Track usage over the die:
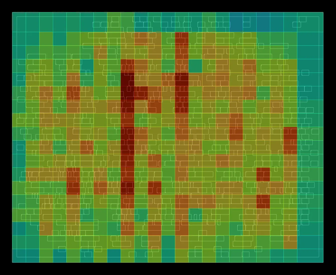
Routed metal, one colour a layer:
Drawn at 2 px/um.
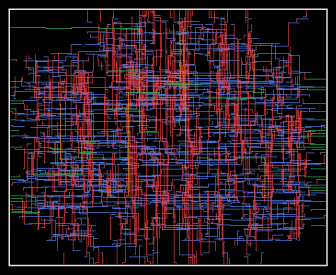
Met4 routing:
Drawn at 2 px/um.
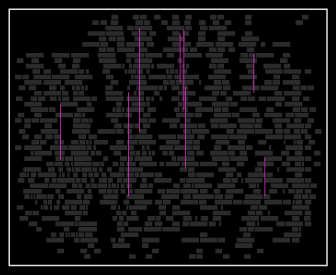
Clock wires, drivers and flops:
Drawn at 1.5 px/um.
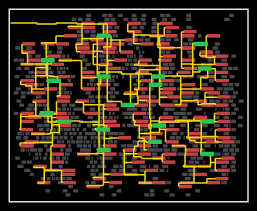
Layout detail:
Window x 109 to 129, y 22 to 42 um. Cells in grey, sequential cells in the stronger grey; small squares are vias.
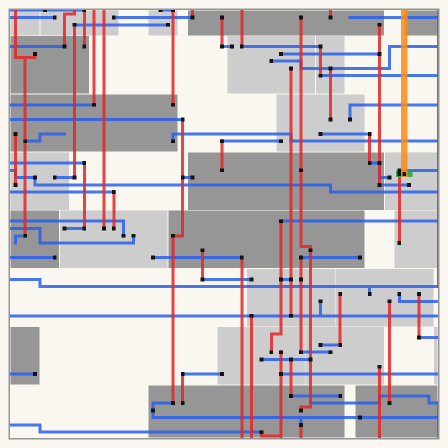
--- src/rtl/id_word_serializer.sv ---
// id_word_serializer: splits buffered IDs into a low/high 32-bit word stream.
// Optional macro SER_TAG_EN puts a sequence tag in the unused high-word bits.
//
// Ports:
//   clk, rst_n         clock, async active-low reset
//   id_in/id_valid/    ID input handshake (2-entry FIFO behind it)
//   id_ready
//   data_out/valid_out word output handshake, low word then high word
//   ready_in
//   sent_count         IDs whose high word has been accepted
//   done               sticky, set once NUM_ID IDs are sent
module id_word_serializer #(
   parameter int ID_W   = 50,
   parameter int NUM_ID = 1000,
   parameter int CNT_W  = 11
) (
   input  logic             clk,
   input  logic             rst_n,
   input  logic [ID_W-1:0]  id_in,
   input  logic             id_valid,
   output logic             id_ready,
   output logic [31:0]      data_out,
   output logic             valid_out,
   input  logic             ready_in,
   output logic [CNT_W-1:0] sent_count,
   output logic             done
);

   typedef enum logic [1:0] {
      IDLE, LO, HI, DONE
   } state_t;

   state_t          state;
   logic [ID_W-1:0] mem [2];
   logic            wr_ptr;
   logic            rd_ptr;
   logic [1:0]      count;
   logic [ID_W-1:0] cur_id;
   logic [ID_W-1:0] head;
   logic            push;
   logic            pop;
   logic            hs;
   logic            last;
   logic [31:0]     hi_word;

   assign head     = mem[rd_ptr];
   assign id_ready = (count != 2'd2) && (state != DONE);
   assign push     = id_valid && id_ready;
   assign hs       = valid_out && ready_in;
   assign last     = (sent_count == CNT_W'(NUM_ID - 1));

   // Head leaves the FIFO when IDLE sees data, or when
   // a high word completes and more IDs are waiting.
   always_comb begin
      pop = 1'b0;
      unique case (1'b1)
         state == IDLE: pop = (count != 2'd0);
         state == HI:   pop = hs && !last && (count != 2'd0);
         default:       pop = 1'b0;
      endcase
   end

   // Tag is the pre-increment sent_count; bits past
   // the word boundary fall off in the 32-bit cast.
   always_comb begin
      hi_word = 32'(cur_id >> 32);
`ifdef SER_TAG_EN
      hi_word = hi_word
              | 32'(64'(sent_count) << (ID_W - 32));
`endif
   end

   always_ff @(posedge clk or negedge rst_n) begin
      if (!rst_n) begin
         mem[0] <= '0;
         mem[1] <= '0;
         wr_ptr <= 1'b0;
         rd_ptr <= 1'b0;
         count  <= 2'd0;
      end else begin
         if (push) begin
            mem[wr_ptr] <= id_in;
            wr_ptr      <= ~wr_ptr;
         end
         if (pop) rd_ptr <= ~rd_ptr;
         unique case ({push, pop})
            2'b10:   count <= count + 2'd1;
            2'b01:   count <= count - 2'd1;
            default: count <= count;
         endcase
      end
   end

   always_ff @(posedge clk or negedge rst_n) begin
      if (!rst_n) begin
         state      <= IDLE;
         cur_id     <= '0;
         data_out   <= '0;
         valid_out  <= 1'b0;
         sent_count <= '0;
         done       <= 1'b0;
      end else begin
         unique case (state)
            IDLE: begin
               if (pop) begin
                  cur_id    <= head;
                  data_out  <= head[31:0];
                  valid_out <= 1'b1;
                  state     <= LO;
               end
            end
            LO: begin
               if (hs) begin
                  data_out <= hi_word;
                  state    <= HI;
               end
            end
            HI: begin
               if (hs) begin
                  sent_count <= sent_count + 1'b1;
                  if (last) begin
                     valid_out <= 1'b0;
                     data_out  <= '0;
                     done      <= 1'b1;
                     state     <= DONE;
                  end else if (pop) begin
                     cur_id   <= head;
                     data_out <= head[31:0];
                     state    <= LO;
                  end else begin
                     valid_out <= 1'b0;
                     state     <= IDLE;
                  end
               end
            end
            DONE: begin
               valid_out <= 1'b0;
               done      <= 1'b1;
            end
            default: state <= IDLE;
         endcase
      end
   end

endmodule
--- config.mk ---
export PLATFORM = sky130hd
export DESIGN_NAME = id_word_serializer
export DESIGN_NICKNAME = d
export VERILOG_FILES = /design/src/rtl/id_word_serializer.sv
export SDC_FILE = /design/constraint.sdc
export NUM_CORES = 1
export LEC_CHECK = 0
export CORE_ASPECT_RATIO = 0.8
export CORE_MARGIN = 2
export CORE_UTILIZATION = 40
export CTS_BUF_LIST = sky130_fd_sc_hd__clkbuf_16
export CTS_CLUSTER_SIZE = 28
export DETAILED_ROUTE_END_ITERATION = 12
export HOLD_SLACK_MARGIN = 0.08
export SLEW_MARGIN = 20
export SYNTH_ARGS = -nofsm -noshare
export SYNTH_HDL_FRONTEND = slang
export SYNTH_SLANG_ARGS = --single-unit
--- constraint.sdc ---
create_clock -name clk -period 2 [get_ports clk]
set_input_delay 0.4 -clock clk [delete_from_list [all_inputs] [get_ports clk]]
set_output_delay 0.4 -clock clk [all_outputs]
set_load 0.02 [all_outputs]
==> impl_metrics.tcl <==
# collected from the flow reports
set metrics [dict create \
    outcome "complete, no violations" \
    placement.io_buffers 99 \
    fraction_of_layout_instances_using_a_drive_strength_above_1_pct 27.3 \
    min_path_type "in -> async" \
    fin_nets 771 \
    cts.htree.levels 4 \
    rows 45 \
    die_x_um 158 \
    number_of_global_route_vias_before_repair 5332 \
    cts_buffers 17 \
    io-pin-count 100 \
    ys_top_logic_family "multiplexers" \
    crit_type "reg -> reg" \
    achievable-frequency_mhz 502 \
    cp_data_arrival_time_ns 2.35 \
    maxCapViolCount 0 \
    chipArea_um2 20100 \
    area_delta_synth_final_pct 33.7 \
    cts_sinks 169 \
    aoi_share_pct 10.1 \
    vias 5113 \
    postSynthSeqShare_pct 55.6 \
    critPathTopFamily "simple AND/OR/NAND/NOR gates" \
    synth_adder_area_share_pct 1.32 \
    synth-edff-count 0 \
    end_kind "flop" \
    worstPathBufferInverterCount 1 \
    hold-worst-slack_ns 0.410 \
    timing.slew.headroom_pct 71.3 \
    postSynthNetCount 625 \
    core_area_um2 18800 \
    powerDensity_nw_per_um2 648 \
    synth-seq-cells 169 \
    synthesis.area_um2 7600 \
    critical_path.cell_chain "inv_4, ha_4, nor2b_4, a41o_4, or4b_4, o22ai_2" \
    totalWireLength_um 18800 \
    yosysUniqueCellTypes 51 \
    drtIter0Drc 203 \
    grt_pass1_wl_um 29000 \
    clock_insertion_delay_worst_skew_ns 0.43 \
    synth_stat.cells 563 \
    setup-violations-final 0 \
    hpwlAfterDp_um 12500 \
    design_power_total_mw 6.59 \
    lay_top_cells "sky130_fd_sc_hd__dfrtp_1 (162), sky130_fd_sc_hd__mux2_1 (97), sky130_fd_sc_hd__clkdlybuf4s50_1 (95)" \
    layout.cells.most_common "sky130_fd_sc_hd__dfrtp_1" \
    insertedDiodeCount 0 \
    slew_viol_final 0 \
    crit_fanout 7 \
    ys_dominant_reg_cell "sky130_fd_sc_hd__dfrtp_1" \
    root_buffer "sky130_fd_sc_hd__clkbuf_16" \
    clock_tree.buffer_depth 2 \
    syn_area_per_cell_um2 13.5 \
    fillCellCount 1624 \
    layout.area.comb_um2 3320 \
    worst_slew_pin_slew_ns 0.419 \
    seq_area_um2 4240 \
    ys_warn_count 0 \
    yosys-mux-area-fraction_pct 24.6 \
    area_reported_by_yosys_stat_um2 7600 \
    drc_errors 0 \
    synth-xor-area-share_pct 1.73 \
    postSynth.asyncResetShare_pct 100 \
    critPathRequiredTime_ns 2.36 \
    timing.final.crit_share_pct 99.7 \
    ant_nets 0 \
    vias_per_cell 5.23 \
    time_the_worst_path_needs_with_i_o_delays_and_setup_ns 1.99 \
    setup_repair_after_global_routing_missed_its_margin "yes" \
    grt_max_degree 54 \
    synth-simple-area-share_pct 3.19 \
    globalRouteOverflowTotal 0 \
    dr.pass1.iters 5 \
    cp_max_stage_delay_ns 0.61 \
    initial_antenna_violation_count 0 \
    floorplan.initialDensity_pct 40.4 \
    finalHoldViolCount 0 \
    skew_ns 0.00864 \
    netlist_instances 563 \
    ir_drop_uv 545 \
    critical-path-slowest-cell "sky130_fd_sc_hd__or4b_4" \
    warnings 34 \
    tritoncts "built" \
]
About 'track usage over the die':
fraction of the core area covered by cells at the end of the flow: 54.1%
fraction of met3 tracks used by global routing: 3.46%
GRT Total Usage: 19.2%
met2 Usage GRT: 29.0%
routed length per placed instance: 19.3 um

About 'routed metal, one colour a layer':
legend:
  metal 4:
    colour: orange
    wire_length: 272 um
  metal 3:
    colour: green
    wire_length: 756 um
  metal 2:
    colour: red
    wire_length: 8910 um
  metal 1:
    colour: blue
    wire_length: 8910 um

About 'met4 routing':
share of all routed wire: 1.4%
wire length on this layer: 272 um
nets with wire on the layer: 5

About 'clock wires, drivers and flops':
legend:
  clock wires:
    colour: yellow
    length: 2090 um
  flip-flops:
    colour: red
    count: 169
  clock drivers:
    colour: green
    count: 17
routed clock nets: 18
flops lie: spread over the die

About 'layout detail':
legend:
  metal 3:
    colour: green
  metal 2:
    colour: red
  metal 1:
    colour: blue
  metal 4:
    colour: orange
sequential cells in the window: 4
most frequent: mux2_1 (4), dfrtp_1 (4)
netlist names of flops here include: mem (3), data_out (1)
cells with their middle in the window: 14

-- report_power, final --
part	switching, mW	internal (mW)	leakage [nW]
combinational	0.103	0.107	2.22
clock	1.30	1.66	0.252
sequential	0	3.42	2.33
-- metal layers --
| metal | track usage, % | share of wire (%) |
|---|---|---|
| met1 | 27.6 | 47 |
| met2 | 29.0 | 47 |
| met3 | 3.46 | 4.0 |
| met4 | 7.05 | 1.4 |
| met5 | 0 | 0 |
-- synth_stat cells, drive strengths merged (3+ instances only) --
master	n	share of area (%)
clkbuf	16	0.79
a31o	18	2.1
nand2	7	0.35
buf	21	1.7
o21a	3	0.30
nor2	6	0.30
a22oi	18	1.8
a21oi	37	2.4
mux2i	33	4.3
nand4	4	0.33
inv	20	0.99
xor2	4	0.46
nand3	4	0.26
ha	8	1.3
mux2	137	20
o22ai	14	2.0
nor2b	3	0.25
xnor2	11	1.3
and3	3	0.25
dfrtp	169	56
-- cells by family after synthesis --
family,Yosys count
AOI/OAI and AO/OA,103
xor gates and xnor gates,15
DFF,169
muxes,170
and+or+nand+nor,41
adders and majority gates,8
buffers and inverters,57
-- registers in the layout, indices dropped and copies added (netlist names) --
| register | flops |
|---|---|
| cur_id | 18 |
| sent_count | 11 |
| wr_ptr | 1 |
| rd_ptr | 1 |
| done | 1 |
| data_out | 32 |
| count | 2 |
| valid_out | 1 |
| mem | 100 |
| state | 2 |
-- final cells by class --
class / count / share of cell area [%]
Inverter: 20 / 0.763
Tap cell: 258 / 3.18
Timing Repair Buffer: 163 / 16.6
Multi-Input combinational cell: 338 / 32.7
Sequential cell: 169 / 41.7
Clock buffer: 17 / 4.19
Clock inverter: 12 / 0.862
-- path summary, 6_finish.rpt --
| path | startpoint | endpoint | slack (ns) | depth (start not counted) |
|---|---|---|---|---|
| max | state[1] | data_out[21] | 0.007 | 6 |
| min | rst_n | mem[40] | 0.41 | 2 |
| max reg2reg | state[1] | data_out[21] | 0.007 | 6 |
| min reg2reg | mem[94] | mem[94] | 0.48 | 1 |
| max in group asynchronous | rst_n | sent_count[7] | 0.92 | 3 |
| min in group clk | mem[94] | mem[94] | 0.48 | 1 |
-- timing repair --
| action | 4_1_cts | 5_1_grt |
|---|---|---|
| hold endpoints to repair | 23 | 0 |
| endpoints found under the setup margin | 20 | 38 |
| pin swaps | 6 | 9 |
| cloned | 1 | 3 |
| resized | 12 | 32 |
| setup buffers | 6 | 7 |
| hold buffers | 1 | 0 |
-- through the flow --
stage | instance area (um2) | TNS, ns | std cells | worst slack (ns) | utilization [%]
3_3_place_gp | 9300 | -6.78 | 930 | -0.223 | 49.4
6_report | 10200 | 0 | 977 | 0.00696 | 54.1
4_1_cts | 9910 | -0.326 | 967 | -0.0584 | 52.7
2_1_floorplan | 7690 | -0.879 | 563 | -0.0860 | -
3_5_place_dp | 9300 | -10.32 | 930 | -0.284 | 49.4
5_1_grt | 10200 | -0.470 | 977 | -0.0500 | 54.1
-- worst reg2reg max path, delay by kind of cell (launching register included) --
kind / cells / cell delay, ns
and+or+nand+nor: 2 / 0.74
DFF: 1 / 0.46
AOI/OAI and AO/OA: 2 / 0.42
adders and majority gates: 1 / 0.21
buffers and inverters: 1 / 0.10
Power and IR drop assume default switching activity.
